===== config.mk =====
export PLATFORM = sky130hd
export DESIGN_NAME = video_window_flush_ctrl
export DESIGN_NICKNAME = d
export VERILOG_FILES = /design/src/rtl/video_window_flush_ctrl.sv
export SDC_FILE = /design/constraint.sdc
export NUM_CORES = 1
export LEC_CHECK = 0
export CORE_MARGIN = 10
export CORE_UTILIZATION = 54
export CTS_CLUSTER_DIAMETER = 120
export DETAILED_ROUTE_END_ITERATION = 10
export GPL_TIMING_DRIVEN = 1
export PLACE_DENSITY_LB_ADDON = 0.25
export SLEW_MARGIN = 10
export SYNTH_ARGS = -nofsm -noshare
export SYNTH_HDL_FRONTEND = slang
export SYNTH_SLANG_ARGS = --single-unit

===== constraint.sdc =====
create_clock -name clk_i -period 7.9 [get_ports clk_i]
set_clock_uncertainty 0.2 [all_clocks]
set_input_delay 1.58 -clock clk_i [delete_from_list [all_inputs] [get_ports clk_i]]
set_output_delay 1.58 -clock clk_i [all_outputs]
set_load 0.02 [all_outputs]

===== src/rtl/video_window_flush_ctrl.sv =====
// ---------------------------------------------------------------------------
// video_window_flush_ctrl
//
// Sits in front of a vertical windowing stage (WIN_SIZE lines tall). Normal
// traffic is forwarded with one register stage. At the end of a frame it
// holds off upstream and appends WIN_SIZE/2 synthetic all-zero lines, each
// preceded by GAP_CYCLES idle cycles. These lines push the last real lines
// out of the window. Each synthetic line has the length and last-beat mask
// of the last real line that was seen.
//
// Ports
//   clk_i, rst_i                  clock, async active-high reset
//   px_data_i / px_data_val_i     packed pixels (pixel 0 in LSBs), per-pixel valid
//   line/frame start/end _i       markers, qualified by a present beat
//   ready_o                       upstream may present beats while high
//   px_data_o ... frame_end_o     registered stream to the windowing stage
//   flush_busy_o                  high while gap/flush lines are generated
//   overflow_o                    sticky, a beat arrived while ready_o was low
// ---------------------------------------------------------------------------
module video_window_flush_ctrl #(
    parameter int PX_WIDTH      = 12,
    parameter int PX_PER_CLK    = 4,
    parameter int WIN_SIZE      = 3,
    parameter int MAX_LINE_SIZE = 4112,
    parameter int GAP_CYCLES    = 16
) (
    input  logic                           clk_i,
    input  logic                           rst_i,
    input  logic [PX_PER_CLK*PX_WIDTH-1:0] px_data_i,
    input  logic [PX_PER_CLK-1:0]          px_data_val_i,
    input  logic                           line_start_i,
    input  logic                           line_end_i,
    input  logic                           frame_start_i,
    input  logic                           frame_end_i,
    output logic                           ready_o,
    output logic [PX_PER_CLK*PX_WIDTH-1:0] px_data_o,
    output logic [PX_PER_CLK-1:0]          px_data_val_o,
    output logic                           line_start_o,
    output logic                           line_end_o,
    output logic                           frame_start_o,
    output logic                           frame_end_o,
    output logic                           flush_busy_o,
    output logic                           overflow_o
);
    localparam int DW          = PX_PER_CLK*PX_WIDTH;
    localparam int FLUSH_LINES = WIN_SIZE/2;
    localparam int MAX_WORDS   = MAX_LINE_SIZE/PX_PER_CLK;
    localparam int WC_W        = $clog2(MAX_WORDS+1);
    localparam int GC_W        = $clog2(GAP_CYCLES+1);
    // +2 keeps the width non-zero when no flush lines are configured
    localparam int FL_W        = $clog2(FLUSH_LINES+2);

    localparam logic [WC_W-1:0] MAX_WORDS_C   = WC_W'(MAX_WORDS);
    localparam logic [GC_W-1:0] GAP_C         = GC_W'(GAP_CYCLES);
    localparam logic [FL_W-1:0] FLUSH_LINES_C = FL_W'(FLUSH_LINES);

    localparam logic [1:0] S_IDLE  = 2'd0;
    localparam logic [1:0] S_PASS  = 2'd1;
    localparam logic [1:0] S_GAP   = 2'd2;
    localparam logic [1:0] S_FLUSH = 2'd3;

    logic [1:0]            state_q, state_d;
    logic [WC_W-1:0]       wcnt_q, wcnt_d;
    logic [WC_W-1:0]       line_words_q, line_words_d;
    logic [PX_PER_CLK-1:0] last_mask_q, last_mask_d;
    logic                  line_known_q, line_known_d;
    logic [GC_W-1:0]       gap_cnt_q, gap_cnt_d;
    logic [WC_W-1:0]       flush_word_q, flush_word_d;
    logic [FL_W-1:0]       flush_line_q, flush_line_d;
    logic                  overflow_q, overflow_d;
    logic [DW-1:0]         px_data_q, px_data_d;
    logic [PX_PER_CLK-1:0] px_val_q, px_val_d;
    logic                  ls_q, ls_d, le_q, le_d, fs_q, fs_d, fe_q, fe_d;

    logic                  beat, ready, take, last_word, lk_next;
    logic [WC_W-1:0]       wc_next;
    logic [FL_W-1:0]       flush_line_nxt;

    always_comb begin
        beat  = |px_data_val_i;
        ready = (state_q == S_IDLE) || (state_q == S_PASS);
        take  = beat && ready;

        state_d      = state_q;
        wcnt_d       = wcnt_q;
        line_words_d = line_words_q;
        last_mask_d  = last_mask_q;
        line_known_d = line_known_q;
        gap_cnt_d    = gap_cnt_q;
        flush_word_d = flush_word_q;
        flush_line_d = flush_line_q;
        overflow_d   = overflow_q | (beat & ~ready);
        px_data_d    = '0;
        px_val_d     = '0;
        ls_d         = 1'b0;
        le_d         = 1'b0;
        fs_d         = 1'b0;
        fe_d         = 1'b0;

        // A new line (or a new frame) restarts the count at this beat; the
        // count saturates rather than wrapping on over-long lines.
        if (line_start_i || frame_start_i)  wc_next = WC_W'(1);
        else if (wcnt_q == MAX_WORDS_C)     wc_next = wcnt_q;
        else                                wc_next = wcnt_q + 1'b1;
        lk_next = (frame_start_i ? 1'b0 : line_known_q) | line_end_i;

        last_word      = (flush_word_q == line_words_q - 1'b1);
        flush_line_nxt = flush_line_q + 1'b1;

        case (state_q)
            S_IDLE, S_PASS: begin
                if (take) begin
                    wcnt_d       = wc_next;
                    line_known_d = lk_next;
                    if (line_end_i) begin
                        line_words_d = wc_next;
                        last_mask_d  = px_data_val_i;
                    end
                    px_data_d = px_data_i;
                    px_val_d  = px_data_val_i;
                    ls_d      = line_start_i;
                    le_d      = line_end_i;
                    fs_d      = frame_start_i;
                    fe_d      = frame_end_i;
                    if (frame_start_i) begin
                        state_d = S_PASS;
                    end else if (state_q == S_PASS && frame_end_i) begin
                        // Frame end is withheld and re-emitted on the last
                        // synthetic line instead.
                        if (FLUSH_LINES > 0 && lk_next) begin
                            fe_d         = 1'b0;
                            state_d      = S_GAP;
                            gap_cnt_d    = GAP_C;
                            flush_line_d = '0;
                        end else begin
                            state_d = S_IDLE;
                        end
                    end
                end
            end
            S_GAP: begin
                if (gap_cnt_q == GC_W'(1)) begin
                    state_d      = S_FLUSH;
                    flush_word_d = '0;
                end else begin
                    gap_cnt_d = gap_cnt_q - 1'b1;
                end
            end
            default: begin  // S_FLUSH
                px_val_d     = last_word ? last_mask_q : '1;
                ls_d         = (flush_word_q == '0);
                le_d         = last_word;
                flush_word_d = flush_word_q + 1'b1;
                if (last_word) begin
                    flush_line_d = flush_line_nxt;
                    if (flush_line_nxt < FLUSH_LINES_C) begin
                        state_d   = S_GAP;
                        gap_cnt_d = GAP_C;
                    end else begin
                        fe_d    = 1'b1;
                        state_d = S_IDLE;
                    end
                end
            end
        endcase
    end

    always_ff @(posedge clk_i or posedge rst_i) begin
        if (rst_i) begin
            state_q      <= S_IDLE;
            wcnt_q       <= '0;
            line_words_q <= '0;
            last_mask_q  <= '1;
            line_known_q <= 1'b0;
            gap_cnt_q    <= '0;
            flush_word_q <= '0;
            flush_line_q <= '0;
            overflow_q   <= 1'b0;
            px_data_q    <= '0;
            px_val_q     <= '0;
            ls_q         <= 1'b0;
            le_q         <= 1'b0;
            fs_q         <= 1'b0;
            fe_q         <= 1'b0;
        end else begin
            state_q      <= state_d;
            wcnt_q       <= wcnt_d;
            line_words_q <= line_words_d;
            last_mask_q  <= last_mask_d;
            line_known_q <= line_known_d;
            gap_cnt_q    <= gap_cnt_d;
            flush_word_q <= flush_word_d;
            flush_line_q <= flush_line_d;
            overflow_q   <= overflow_d;
            px_data_q    <= px_data_d;
            px_val_q     <= px_val_d;
            ls_q         <= ls_d;
            le_q         <= le_d;
            fs_q         <= fs_d;
            fe_q         <= fe_d;
        end
    end

    assign ready_o       = (state_q == S_IDLE) || (state_q == S_PASS);
    assign flush_busy_o  = (state_q == S_GAP) || (state_q == S_FLUSH);
    assign overflow_o    = overflow_q;
    assign px_data_o     = px_data_q;
    assign px_data_val_o = px_val_q;
    assign line_start_o  = ls_q;
    assign line_end_o    = le_q;
    assign frame_start_o = fs_q;
    assign frame_end_o   = fe_q;

endmodule


Figure 1. Met2 routing.
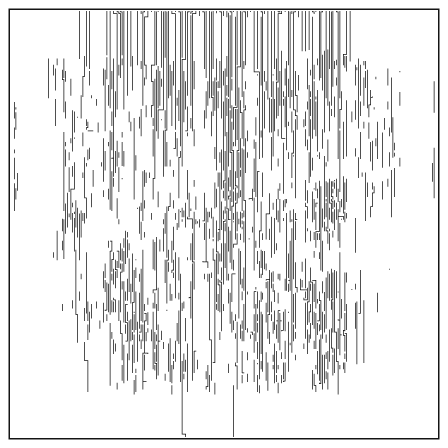
main direction: vertical
wire length on this layer: 6450 um
share of all routed wire: 51%

Figure 2. Clock wiring as the flow saved it.
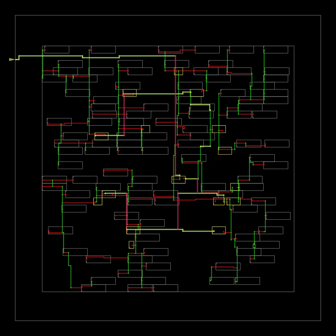
Clk power: 321 uW
CTS buffer count: 9
clk latency late pin: 0.37 ns
flop count: 104
CLK BUF: 10

Figure 3. Gate-type map.
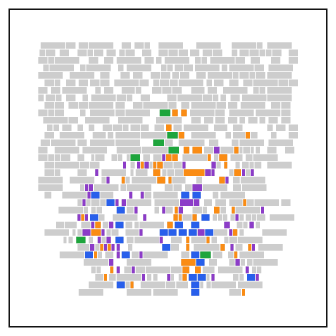
[XOR/XNOR gates] blue | cells: 27
[multiplexers] green | cells: 7
[NAND gates] purple | cells: 62
[NOR gates] orange | cells: 52

Figure 4. Drive-strength map.
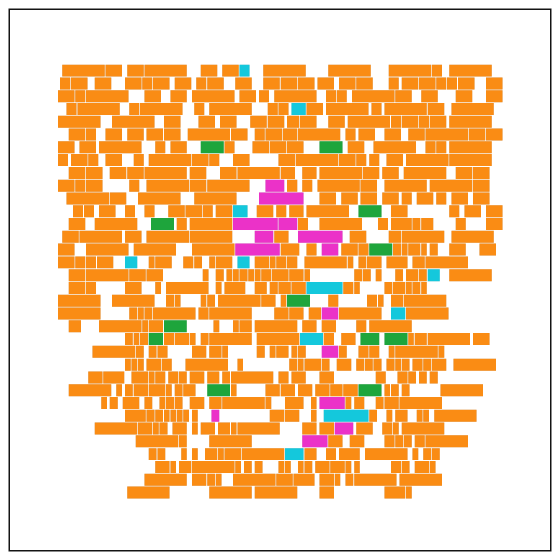
[drive 3 to 4] cyan | cells: 11 | share: 1.9%
[drive 6 and up] green | cells: 12 | share: 2.1%
[drive 1 or less] orange | cells: 532 | share: 93%
[drive 2] magenta | cells: 14 | share: 2.5%

Figure 5. Cells colored by class.
Scale bar: 20 um. Fill, decap, tap and diode cells in gray.
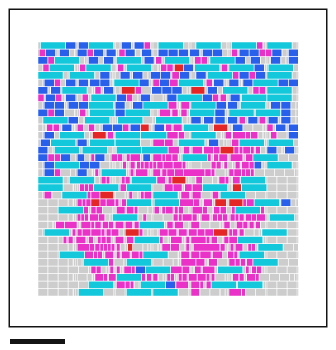
[clock drivers and dummy loads] red | cells: 16 | share of their area: 3.1%
[flip-flops] cyan | cells: 104 | share of their area: 43%
[all other logic] magenta | cells: 330 | share of their area: 35%
[other buffers and delay cells] blue | cells: 119 | share of their area: 19%

==> flow_summary.toml <==
# synthesis and place-and-route metrics
[layout]
final_cell_mix = "clkdlybuf4s50_1, dfrtp_1, and3_1"
layout-drive-gt1-share_pct = 6.50
lay_top_count = "clkdlybuf4s50_1"
clock_area_share_pct = 3.03

[pwr]
sequentialPower_uw = 785
comb_power_share_pct = 45.7
pg_comb_uw = 931
ir_drop_v = 0.000194
p_per_area_nw_per_um2 = 326
intPower_uw = 1220
p_sw_uw = 816

[worst_setup_path]
critPathKind = "in2reg"
max_stage_delay_ns = 0.68
startpoint = "px_data_val_i[3]"
cp-endpoint = "last_mask_q[3]"
critPathLaunchType = "input port"

[global_routing]
first_global_vias = 3981
grt_usage_pct = 19.4
grt_max_degree = 59
grt-ovfl-total = 0
grt_pass1_wl_mm = 20.6

[outcome]
status = "finished, final reports clean"

[clock_network]
cts_hold_buf = 0
root_buffer = "clkbuf_8"
cts.path.max_buffers = 2
cts-resized-gates = 0

[sta]
worst_hold_slack_ns = 0.272
rsz0062_at_grt = "false"

[synth]
yosysTopAreaCell = "dfrtp_1"
syn-cell-area_um2 = 4860
edf_count = 0

[route]
dr_wl_met2_mm = 6.45
drcViolationCount = 0
num_vias = 3960

[job]
log.warning_count = 29

[hold_path]
min_path_cells = 1
Power figures rest on the tool's default switching activity, not on a simulated workload.
